==> images/sizing.png <==
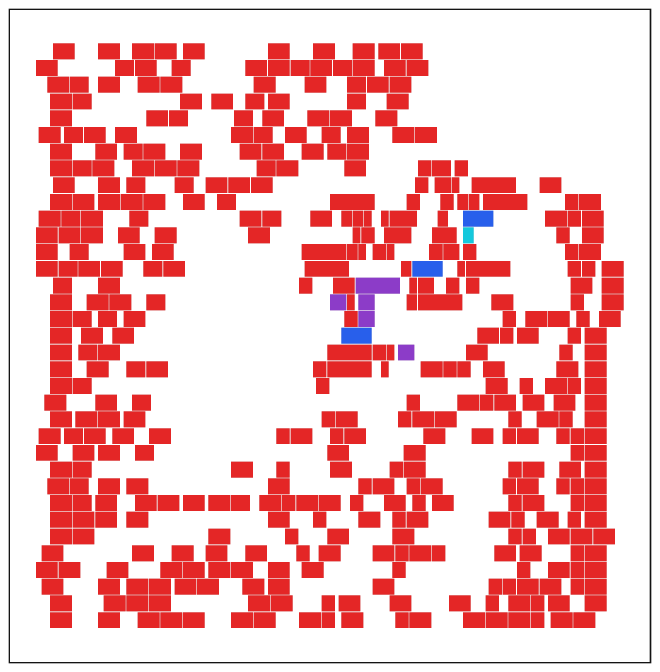
==> images/clock_wires.png <==
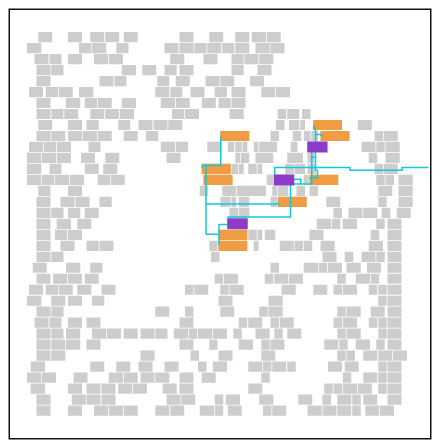
`config.mk`:
```
export PLATFORM = sky130hd
export DESIGN_NAME = tinyodin_neuron_mem_arbiter
export DESIGN_NICKNAME = d
export VERILOG_FILES = /design/src/rtl/tinyodin_neuron_mem_arbiter.sv
export SDC_FILE = /design/constraint.sdc
export NUM_CORES = 1
export LEC_CHECK = 0
export CORE_AREA = 4 4 100 102
export DETAILED_ROUTE_END_ITERATION = 8
export DIE_AREA = 0 0 104 106
export GPL_ROUTABILITY_DRIVEN = 0
export PLACE_DENSITY_LB_ADDON = 0.08
export SYNTH_ARGS = -nofsm -noshare
export SYNTH_HDL_FRONTEND = slang
export SYNTH_SLANG_ARGS = --single-unit
```
`constraint.sdc`:
```
create_clock -name CLK -period 5.2 [get_ports CLK]
set_clock_uncertainty 0.2 [all_clocks]
set_input_delay 0.52 -clock CLK [delete_from_list [all_inputs] [get_ports CLK]]
set_output_delay 0.52 -clock CLK [all_outputs]
set_load 0.03 [all_outputs]
```
`src/rtl/tinyodin_neuron_mem_arbiter.sv`:
```
// tinyODIN neuron state SRAM arbiter.
// Core has priority; bounded host wait; core read-modify-write lock.
module tinyodin_neuron_mem_arbiter #(
   parameter int M             = 8,
   parameter int DW            = 32,
   parameter int HOST_MAX_WAIT = 16
) (
   input  logic            CLK,
   input  logic            RST,
   input  logic            core_req_i,
   input  logic            core_we_i,
   input  logic            core_lock_i,
   input  logic [M-1:0]    core_addr_i,
   input  logic [DW-1:0]   core_wdata_i,
   output logic            core_gnt_o,
   output logic            core_rvalid_o,
   output logic [DW-1:0]   core_rdata_o,
   input  logic            host_req_i,
   input  logic            host_we_i,
   input  logic [DW/8-1:0] host_be_i,
   input  logic [M-1:0]    host_addr_i,
   input  logic [DW-1:0]   host_wdata_i,
   output logic            host_gnt_o,
   output logic            host_rvalid_o,
   output logic [DW-1:0]   host_rdata_o,
   output logic            mem_cs_o,
   output logic            mem_we_o,
   output logic [DW-1:0]   mem_wmask_o,
   output logic [M-1:0]    mem_addr_o,
   output logic [DW-1:0]   mem_wdata_o,
   input  logic [DW-1:0]   mem_rdata_i
);

   localparam int WW = $clog2(HOST_MAX_WAIT + 1);
   localparam logic [WW-1:0] WMAX = WW'(HOST_MAX_WAIT);

   typedef enum logic {IDLE, LOCKED} state_t;

   state_t          state_q, state_d;
   logic [WW-1:0]   wait_q, wait_d;
   logic            rd_core_q, rd_host_q, wr_host_q;
   logic            core_g, host_g;
   logic [DW-1:0]   host_mask;

   // Expand host byte enables into a bit mask
   always_comb begin
      host_mask = '0;
      for (int b = 0; b < DW/8; b++) begin
         host_mask[b*8 +: 8] = {8{host_be_i[b]}};
      end
   end

   // Arbitration, lock tracking and host wait counter
   always_comb begin
      state_d = state_q;
      wait_d  = wait_q;
      core_g  = 1'b0;
      host_g  = 1'b0;
      if (!RST) begin
         case (state_q)
            IDLE: begin
               host_g = host_req_i &&
                        (!core_req_i || wait_q == WMAX);
               core_g = core_req_i && !host_g;
               if (host_g) begin
                  wait_d = '0;
               end else if (host_req_i && wait_q != WMAX) begin
                  wait_d = wait_q + 1'b1;
               end
               if (core_g && !core_we_i && core_lock_i) begin
                  state_d = LOCKED;
               end
            end
            LOCKED: begin
               core_g = core_req_i;
               if ((core_g && core_we_i) || !core_lock_i) begin
                  state_d = IDLE;
               end
            end
            default: state_d = IDLE;
         endcase
      end
   end

   // Drive the SRAM from whichever requester holds the grant
   always_comb begin
      mem_cs_o    = 1'b0;
      mem_we_o    = 1'b0;
      mem_wmask_o = '0;
      mem_addr_o  = '0;
      mem_wdata_o = '0;
      if (core_g) begin
         mem_cs_o    = 1'b1;
         mem_we_o    = core_we_i;
         mem_wmask_o = core_we_i ? '1 : '0;
         mem_addr_o  = core_addr_i;
         mem_wdata_o = core_wdata_i;
      end else if (host_g) begin
         mem_cs_o    = 1'b1;
         mem_we_o    = host_we_i;
         mem_wmask_o = host_we_i ? host_mask : '0;
         mem_addr_o  = host_addr_i;
         mem_wdata_o = host_wdata_i;
      end
   end

   // State, wait counter and response-type flags
   always_ff @(posedge CLK) begin
      if (RST) begin
         state_q   <= IDLE;
         wait_q    <= '0;
         rd_core_q <= 1'b0;
         rd_host_q <= 1'b0;
         wr_host_q <= 1'b0;
      end else begin
         state_q   <= state_d;
         wait_q    <= wait_d;
         rd_core_q <= core_g & ~core_we_i;
         rd_host_q <= host_g & ~host_we_i;
         wr_host_q <= host_g & host_we_i;
      end
   end

   // Responses are suppressed while reset is asserted
   always_comb begin
      core_gnt_o    = core_g;
      host_gnt_o    = host_g;
      core_rvalid_o = rd_core_q & ~RST;
      core_rdata_o  = (rd_core_q & ~RST) ? mem_rdata_i : '0;
      host_rvalid_o = (rd_host_q | wr_host_q) & ~RST;
      host_rdata_o  = (rd_host_q & ~RST) ? mem_rdata_i : '0;
   end

endmodule

```
==> impl_metrics.csv <==
group,metric,value,unit
outcome,status,"complete, no violations",
placed_design,port_buffers,264,
final_timing,fmax,257,MHz
floorplan,fp_util,0.175,
logic_synthesis,synth_cell_types,29,
final_layout,lay_top_count,"clkdlybuf4s50_1",
final_layout,buffer_area_frac,0.649,
final_timing,setup_viol,0,
detailed_routing,dr_wl_met2,5250,µm
cts,cts.sinks,9,
global_route,grt_max_degree,49,
cts,cts_root_buffer,"clkbuf_8",
floorplan,die-area,0.0110,mm²
final_timing,slew_headroom,0.659,
pwr,p_seq_frac,0.152,
logic_synthesis,yosysChipArea,0.00159,mm²
pwr,p_clk,82.9,µW
cts,clk_path_buf_depth,2,
final_layout,mostFrequentLayoutCells,"264 x clkdlybuf4s50_1, 65 x and2_1, 41 x a22o_1, 9 x dfxtp_1, 7 x nor2b_1",
logic_synthesis,syn_area,0.00159,mm²
floorplan,dieHeight,106,µm
final_layout,ff_count,9,
pwr,switching_share,0.380,
logic_synthesis,netlist.area_leader.share,0.256,
setup_path,cpLargestDelayFamily,"buffers and inverters",
final_layout,logic_gate_count,149,
placed_design,place_ws,1270,ps
setup_path,setup.worst_path.start_class,"primary input",
floorplan,rows,35,
detailed_routing,drc,0,
detailed_routing,vias,2304,
final_layout,clock_buffers,3,
pwr,power_density,115,mW/mm²
detailed_routing,route.met3.wl,917,µm
logic_synthesis,top_cells_by_count,"65 x and2_1, 41 x a22o_1, 29 x buf_4, 9 x dfxtp_1",
setup_path,r2r_start,"wait_q[0]",
logic_synthesis,yosysMostFrequentCell,"and2_1",
final_timing,rsz0062_at_grt,"false",
global_route,gr-total-overflow,0,
logic_synthesis,largest_area_cell,"and2_1",
final_layout,seq_share,0.0438,
detailed_routing,drt_iter0_markers,69,
pwr,internal-power,293,µW
final_timing,finalHoldViolations,0,
min_path,whs_path_depth,2,
final_layout,fillers,904,
cts,cts_tree,"built",
floorplan,die_width,104,µm
final_layout,instances_no_fill,545,
floorplan,core,0.00911,mm²
placed_design,placed_cell_area,0.00407,mm²
final_layout,largest_cell_class,"non-clock buffers",
cts,post_cts_buffers,0,
min_path,hold_path_class,"flop to flop",
global_route,grt-busiest-layer,"met2",
final_timing,whs,287,ps
pwr,sequentialPower,71.8,µW
global_route,use_met3,0.0607,
cts,cts_resized,0,
detailed_routing,wire_per_inst,16.7,µm
global_route,antenna_found_initial,0,
global_route,grt_use_met1,0.131,
global_route,use_met2,0.323,
cts,cts_hold_buffers,0,
global_route,grtUsageTotal,0.150,
floorplan,io_pins,265,
cts,h-tree-depth,1,
final_layout,comb_area_frac,0.258,
placed_design,place_inst,541,
setup_path,r2r-end,"rd_core_q",
setup_path,cp_slowest_cell,"clkdlybuf4s50_1",
setup_path,r2r_cells,6,
setup_path,crit_buf_inv,3,
detailed_routing,routed_via_density,4.23,
pwr,p_sw,179,µW
logic_synthesis,area_leaders,"and2_1 26%, a22o_1 23%, buf_4 14%, dfxtp_1 11%, buf_6 4.2%",
logic_synthesis,syn-instance-count,210,
detailed_routing,topRoutingLayerUsed,"met4",
pwr,maxPowerGroup,"combinational logic",
pwr,irDropWorstVdd,0.0000572,V
setup_path,worstPathCellList,"clkdlybuf4s50_1 > o211a_1 > buf_4 > a22o_1 > clkdlybuf4s50_1",
setup_path,critPathKind,"primary input to output pin",
global_route,grt_pass1_vias,2241,
floorplan,tap_cells,111,
pwr,leakagePower,0.00153,µW
logic_synthesis,synth_flops,9,
pwr,power,472,µW
logic_synthesis,simple_gate_share,0.351,
global_route,grt_first_pass_wirelength,13100,µm
setup_path,cpPeakStageDelay,760,ps
logic_synthesis,ys.warnings.count,0,
cts,numCtsBuffers,3,
final_layout,syn_to_final_growth,159,%
logic_synthesis,ys_async_sr_fraction,0,
final_timing,worst_pin_slew,512,ps
final_layout,diodes,0,
setup_path,worstPathRequired,4480,ps
final_layout,logic_area,0.00106,mm²
setup_path,crit_fanout,31,
final_layout,design_area,0.00412,mm²
logic_synthesis,mux_area_frac,0,
logic_synthesis,ys_sh_aoi,0.296,
logic_synthesis,fp_nets,335,
final_timing,min_period_over_period,0.748,
min_path,hold-path-endpoint,"wait_q[1]",
setup_path,arrival,3170,ps
final_layout,inverters_excl_clock,4,
logic_synthesis,synthAdderAreaFrac,0.0157,
final_layout,clockNetworkAreaShare,0.0112,
logic_synthesis,ys.flop_type,"dfxtp_1",
setup_path,critical_path.most_common_cell,"clkdlybuf4s50_1",
pwr,comb_power,318,µW
final_layout,drive_gt1_frac,0.0207,
cts,clk_pin_slew,50,ps
logic_synthesis,ys_seq_frac,0.113,
logic_synthesis,edf_count,0,
detailed_routing,drtPass1Iterations,4,
logic_synthesis,ys_cells,210,
job,maxCapViolCount,0,
logic_synthesis,syn_avg_cell_area,7.58,µm²
final_timing,slew_viol_final,0,
logic_synthesis,top_logic_kind,"simple AND/OR/NAND/NOR gates",
final_layout,fin_util,0.452,
## Picture notes: sizing.png
legend:
  cyan:
    size: x2
    cells: 1
    share: 0.23%
  purple:
    size: x3 and x4
    cells: 5
    share: 1.2%
  red:
    size: x1 and smaller
    cells: 425
    share: 98%
  blue:
    size: x6 and larger
    cells: 3
    share: 0.69%
nonclk buf count: 268
Final WS setup: 1310 ps

## Picture notes: clock_wires.png
legend:
  cyan:
    item: clock wires
    length: 168 µm
  purple:
    item: clock-net drivers
    count: 3
  orange:
    item: flip-flops
    count: 9
flops lie: centre
clock share of power: 0.175
Worst-Skew Late Latency: 240 ps

==> worst max-delay path by stage <==
stage / start / to / slack [ps] / cells past startpoint
finish: core_req_i / mem_wdata_o[13] / 1310 / 5
global route: wait_q[0] / mem_wmask_o[12] / 1110 / 7
floorplan: wait_q[0] / mem_wmask_o[10] / 2510 / 8
detailed placement: core_req_i / mem_wdata_o[13] / 1270 / 5
global placement: core_req_i / mem_wdata_o[13] / 1280 / 5
CTS: core_req_i / mem_wdata_o[13] / 1280 / 5
==> flip-flops by register name, summed over array words and instances, names as in the netlist <==
| register | cells |
|---|---|
| wait_q | 5 |
| rd_core_q | 1 |
| rd_host_q | 1 |
| state_q | 1 |
| wr_host_q | 1 |
==> cells by family after synthesis <==
kind of cell | Yosys count
simple gates | 91
buf+inv | 52
flops | 9
compound gates | 56
fa+ha+maj | 2
Power and IR drop assume default switching activity.
